## src/rtl/sr_flag_arbiter_pkg.sv

```systemverilog
// Shared types and constants for the SR flag arbiter.
// Latency: n/a (package). Backpressure: n/a.
// Holds the FSM encoding, op encoding and the round-robin pointer wrap helper.
package sr_arb_pkg;

    typedef enum logic [1:0] {
        ST_IDLE   = 2'd0,
        ST_ISSUE  = 2'd1,
        ST_LOCKED = 2'd2
    } state_t;

    localparam logic OP_SET  = 1'b1;
    localparam logic OP_CLR  = 1'b0;
    localparam int   MAX_REQ = 8;

    function automatic int wrap_inc(input int idx, input int n);
        return (idx + 1 >= n) ? 0 : idx + 1;
    endfunction

endpackage

```

## src/rtl/sr_flag_arbiter_if.sv

```systemverilog
// Requester-side bundle for the SR flag arbiter: requests in, ack/pulses/status out.
// Latency: n/a (wiring only). Backpressure: req_vld is held until req_ack.
// master = requester side, slave = arbiter side.
interface sr_flag_arbiter_if #(
    parameter int NUM_REQ = 4
);
    logic [NUM_REQ-1:0]         req_vld;
    logic [NUM_REQ-1:0]         req_op;
    logic [NUM_REQ-1:0]         lock_req;
    logic [NUM_REQ-1:0]         req_ack;
    logic                       s;
    logic                       r;
    logic [$clog2(NUM_REQ)-1:0] owner;
    logic                       locked;

    modport master (
        output req_vld, req_op, lock_req,
        input  req_ack, s, r, owner, locked
    );

    modport slave (
        input  req_vld, req_op, lock_req,
        output req_ack, s, r, owner, locked
    );
endinterface

```

## src/rtl/sr_flag_arbiter_rr_pick.sv

```systemverilog
// Combinational round-robin selector: first asserted vld bit at or after ptr.
// Latency: 0 cycles (pure combinational). Backpressure: none; found=0 when vld is empty.
// Searches from ptr upward with wrap, so the lowest offset from ptr wins.
module rr_pick
    import sr_arb_pkg::*;
#(
    parameter int NUM_REQ = 4
) (
    input  logic [NUM_REQ-1:0]         vld,
    input  logic [$clog2(NUM_REQ)-1:0] ptr,
    output logic [$clog2(NUM_REQ)-1:0] win,
    output logic                       found
);
    localparam int IW = $clog2(NUM_REQ);

    logic [IW-1:0] idx;

    // Walk offsets from highest to lowest so the closest hit to ptr is the one left standing.
    always_comb begin
        found = 1'b0;
        win   = '0;
        idx   = '0;
        for (int i = NUM_REQ - 1; i >= 0; i--) begin
            idx = IW'((int'(ptr) + i) % NUM_REQ);
            if (vld[idx]) begin
                found = 1'b1;
                win   = idx;
            end
        end
    end

endmodule

```

## src/rtl/sr_flag_arbiter.sv

```systemverilog
// Round-robin arbiter sharing one SR flop: one-cycle s/r pulse + one-hot ack per grant (SR_ARB_LOCK_EN adds owner lock).
// Latency: request sampled at edge t, ack and s/r high in cycle t+1; all outputs registered.
// Backpressure: requests held until acked; one op per 2 cycles, other requesters stall while locked.
module sr_flag_arbiter
    import sr_arb_pkg::*;
#(
    parameter int NUM_REQ = 4
) (
    input logic              clk,
    input logic              rst,
    sr_flag_arbiter_if.slave arb
);
    localparam int                 IW  = $clog2(NUM_REQ);
    localparam logic [NUM_REQ-1:0] ONE = NUM_REQ'(1);

    state_t             state;
    logic [IW-1:0]      rr_ptr;
    logic [IW-1:0]      owner_q;
    logic [IW-1:0]      win;
    logic [IW-1:0]      gnt_idx;
    logic               found;
    logic               gnt_go;
    logic               op;
    logic [NUM_REQ-1:0] ack_q;
    logic               s_q;
    logic               r_q;
    logic               locked_q;

    rr_pick #(.NUM_REQ(NUM_REQ)) u_pick (
        .vld   (arb.req_vld),
        .ptr   (rr_ptr),
        .win   (win),
        .found (found)
    );

    // Grants only start from IDLE or LOCKED, so ISSUE always has a free cycle after it.
    always_comb begin
        gnt_go  = 1'b0;
        gnt_idx = win;
        case (state)
            ST_IDLE: gnt_go = found;
`ifdef SR_ARB_LOCK_EN
            ST_LOCKED: begin
                gnt_idx = owner_q;
                gnt_go  = arb.lock_req[owner_q] & arb.req_vld[owner_q];
            end
`endif
            default: gnt_go = 1'b0;
        endcase
    end

    assign op = arb.req_op[gnt_idx];

    always_ff @(posedge clk) begin
        if (rst) begin
            state    <= ST_IDLE;
            rr_ptr   <= '0;
            owner_q  <= '0;
            ack_q    <= '0;
            s_q      <= 1'b0;
            r_q      <= 1'b0;
            locked_q <= 1'b0;
        end else begin
            ack_q <= '0;
            s_q   <= 1'b0;
            r_q   <= 1'b0;
            if (gnt_go) begin
                owner_q <= gnt_idx;
                ack_q   <= ONE << gnt_idx;
                s_q     <= op;
                r_q     <= ~op;
                state   <= ST_ISSUE;
            end else if (state == ST_ISSUE) begin
                rr_ptr <= IW'(wrap_inc(int'(owner_q), NUM_REQ));
`ifdef SR_ARB_LOCK_EN
                locked_q <= arb.lock_req[owner_q];
                state    <= arb.lock_req[owner_q] ? ST_LOCKED : ST_IDLE;
`else
                state    <= ST_IDLE;
`endif
            end
`ifdef SR_ARB_LOCK_EN
            else if (state == ST_LOCKED && !arb.lock_req[owner_q]) begin
                state    <= ST_IDLE;
                locked_q <= 1'b0;
            end
`endif
        end
    end

`ifndef SR_ARB_LOCK_EN
    logic unused_lock;
    assign unused_lock = ^arb.lock_req;
`endif

    assign arb.req_ack = ack_q;
    assign arb.s       = s_q;
    assign arb.r       = r_q;
    assign arb.owner   = owner_q;
    assign arb.locked  = locked_q;

endmodule

```

## src/flat_wrapper.sv

```systemverilog
// flat-port wrapper written by rule: the top's interface ports become plain ports
module sr_flag_arbiter_flat import sr_arb_pkg::*;
#(
    parameter int NUM_REQ = 4
)
  (clk, rst, arb_req_vld, arb_req_op, arb_lock_req, arb_req_ack, arb_s, arb_r, arb_owner, arb_locked);
  sr_flag_arbiter_if #(.NUM_REQ(NUM_REQ)) arb_i ();
  input logic clk;
  input logic rst;
  input wire logic [$bits(arb_i.req_vld)-1:0] arb_req_vld;
  input wire logic [$bits(arb_i.req_op)-1:0] arb_req_op;
  input wire logic [$bits(arb_i.lock_req)-1:0] arb_lock_req;
  output wire logic [$bits(arb_i.req_ack)-1:0] arb_req_ack;
  output wire logic [$bits(arb_i.s)-1:0] arb_s;
  output wire logic [$bits(arb_i.r)-1:0] arb_r;
  output wire logic [$bits(arb_i.owner)-1:0] arb_owner;
  output wire logic [$bits(arb_i.locked)-1:0] arb_locked;
  assign arb_i.req_vld = arb_req_vld;
  assign arb_i.req_op = arb_req_op;
  assign arb_i.lock_req = arb_lock_req;
  assign arb_req_ack = arb_i.req_ack;
  assign arb_s = arb_i.s;
  assign arb_r = arb_i.r;
  assign arb_owner = arb_i.owner;
  assign arb_locked = arb_i.locked;
  sr_flag_arbiter #(.NUM_REQ(NUM_REQ)) u_core (.clk(clk), .rst(rst), .arb(arb_i));
endmodule
```

## config.mk

```make
export PLATFORM = sky130hd
export DESIGN_NAME = sr_flag_arbiter_flat
export DESIGN_NICKNAME = d
export VERILOG_FILES = /design/src/rtl/sr_flag_arbiter_pkg.sv /design/src/rtl/sr_flag_arbiter_if.sv /design/src/rtl/sr_flag_arbiter_rr_pick.sv /design/src/rtl/sr_flag_arbiter.sv /design/src/flat_wrapper.sv
export SDC_FILE = /design/constraint.sdc
export NUM_CORES = 1
export LEC_CHECK = 0
export CORE_AREA = 4 4 41 43
export DETAILED_ROUTE_END_ITERATION = 6
export DIE_AREA = 0 0 45 47
export GPL_TIMING_DRIVEN = 0
export PLACE_DENSITY = 0.69
export SYNTH_ARGS = -nofsm -noshare
export SYNTH_HDL_FRONTEND = slang
export SYNTH_HIERARCHICAL = 1
export SYNTH_SLANG_ARGS = --single-unit
```

## constraint.sdc

```tcl
create_clock -name clk -period 2.5 [get_ports clk]
set_clock_uncertainty 0.15 [all_clocks]
set_input_delay 0.25 -clock clk [delete_from_list [all_inputs] [get_ports clk]]
set_output_delay 0.25 -clock clk [all_outputs]
set_load 0.05 [all_outputs]
```

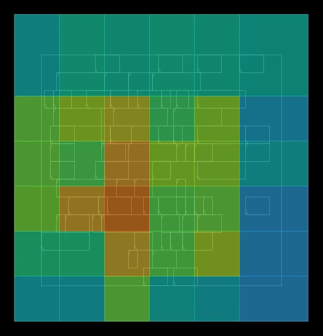
congestion.png
global-route track usage on met3: 3.83%
Global Route met1 Usage: 13.2%
average wire length per cell after detail routing: 10.3 um
GRT Resource Usage Total: 10.2%

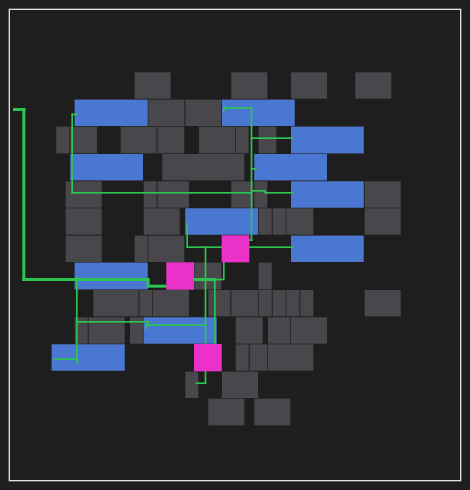
clk_routes.png
(10 px per um)
[blue] flip-flops | count: 11
[green] clock wires | length: 156 um
[magenta] clock drivers | count: 3
routed clock nets: 4
proportion of power drawn by the clock network: 27.6%
clock latency of the later-clocked register in the worst-skew pair: 0.26 ns
P_clk: 0.000120 W

==> run summary <==
Summary of the current implementation state.

- The number of tapcells is 15, for reference.
- Looking at the clock tree report, the H-tree level count equals 1.
- The number of clock sinks is 11, for reference.
- The simple-gate share of the synthesized area is 25.0%, for reference.
- The switching portion of total power comes to 30.7%.
- After routing the design area is 676 um^2.
- Cells with a size suffix above 1 make up a little under an eighth of the layout.
- 0 antenna diodes ended up in the layout.
- Grouping stages by cell kind, the critical path spends the most delay in multiplexers.
- The fraction of area in registers is 32.6%, for reference.
- The setup slack of the worst register-to-register path is 0.47 ns, for reference.
- After routing, the total negative slack on setup checks comes to 0 ns.
- Each instance of the synthesized netlist takes up on average 9.80 um^2.
- The first-pass GRT wire length is between 1000 and 1500 um, for reference.
- The power drawn by the combinational cells is between 0.0001 and 0.00015 W, for reference.
- Sorting the synthesized cells by how often they occur yields sky130_fd_sc_hd__dfxtp_1 (11), sky130_fd_sc_hd__nor2_1 (11), sky130_fd_sc_hd__mux2i_1 (5).
- The worst min-delay path endpoint is u_core/arb.owner[1]$_SDFFE_PP0P_, for reference.
- The main flop type after synthesis is sky130_fd_sc_hd__dfxtp_1, for reference.
- The critical path's slowest cell is sky130_fd_sc_hd__mux4_2, for reference.
- In the post-route analysis, the smallest setup slack over all paths is between 0.4 and 0.5 ns.
- Internal power comes to 0.000301 W.
- The die outline height is 47 um, for reference.
- Post-CTS timing repair inserted 0 buffers for setup.
- The main power-consuming group is registers, for reference.
- The routed layout reports a DRC error count of 0.
- The region available for standard cell placement spans 1300 um^2.
- The portion of the post-synthesis area used by sequential elements is 47.8%, for reference.
- The proportion of netlist area held by the largest area contributor is a little under half, for reference.
- The worst register-to-register path has a depth of 5.
- The number of enable flip-flop cells is 0, for reference.
- The flow ran to the end, and the final reports show no timing, DRC or antenna violations.
- The endpoint of the worst-slack reg-to-reg timing path is u_core/arb.s$_SDFF_PP0_, for reference.
- Per report_power, the sequential group accounts for a little under half of the total.
- The worst vdd rail ir drop is about 0.00033 V, for reference.
- The startpoint of the most critical register-to-register path is u_core/rr_ptr[1]$_SDFFE_PP0P_, for reference.
- The final net count is 84, for reference.
- Summing over every cut layer, the via total after detailed routing is 367.
- The detailed-routing iteration count for the pre-antenna-repair pass is 3, for reference.
- In this build the clock could be raised as far as about 480 MHz.
- The mux contribution to synthesized area is 15.8%, for reference.
- The power density over the cells is between 600 and 700 nW/um^2, for reference.
- The required time of the critical path is ~2.5 ns, for reference.
- The number of synthesis warnings is 6, for reference.
- The worst pin sits at a relative slew slack of 66.6%.
- The overall routed net length is 857 um, for reference.
- Per the OpenROAD floorplan log, the width of the die is 45 um.
Power figures rest on the tool's default switching activity, not on a simulated workload.
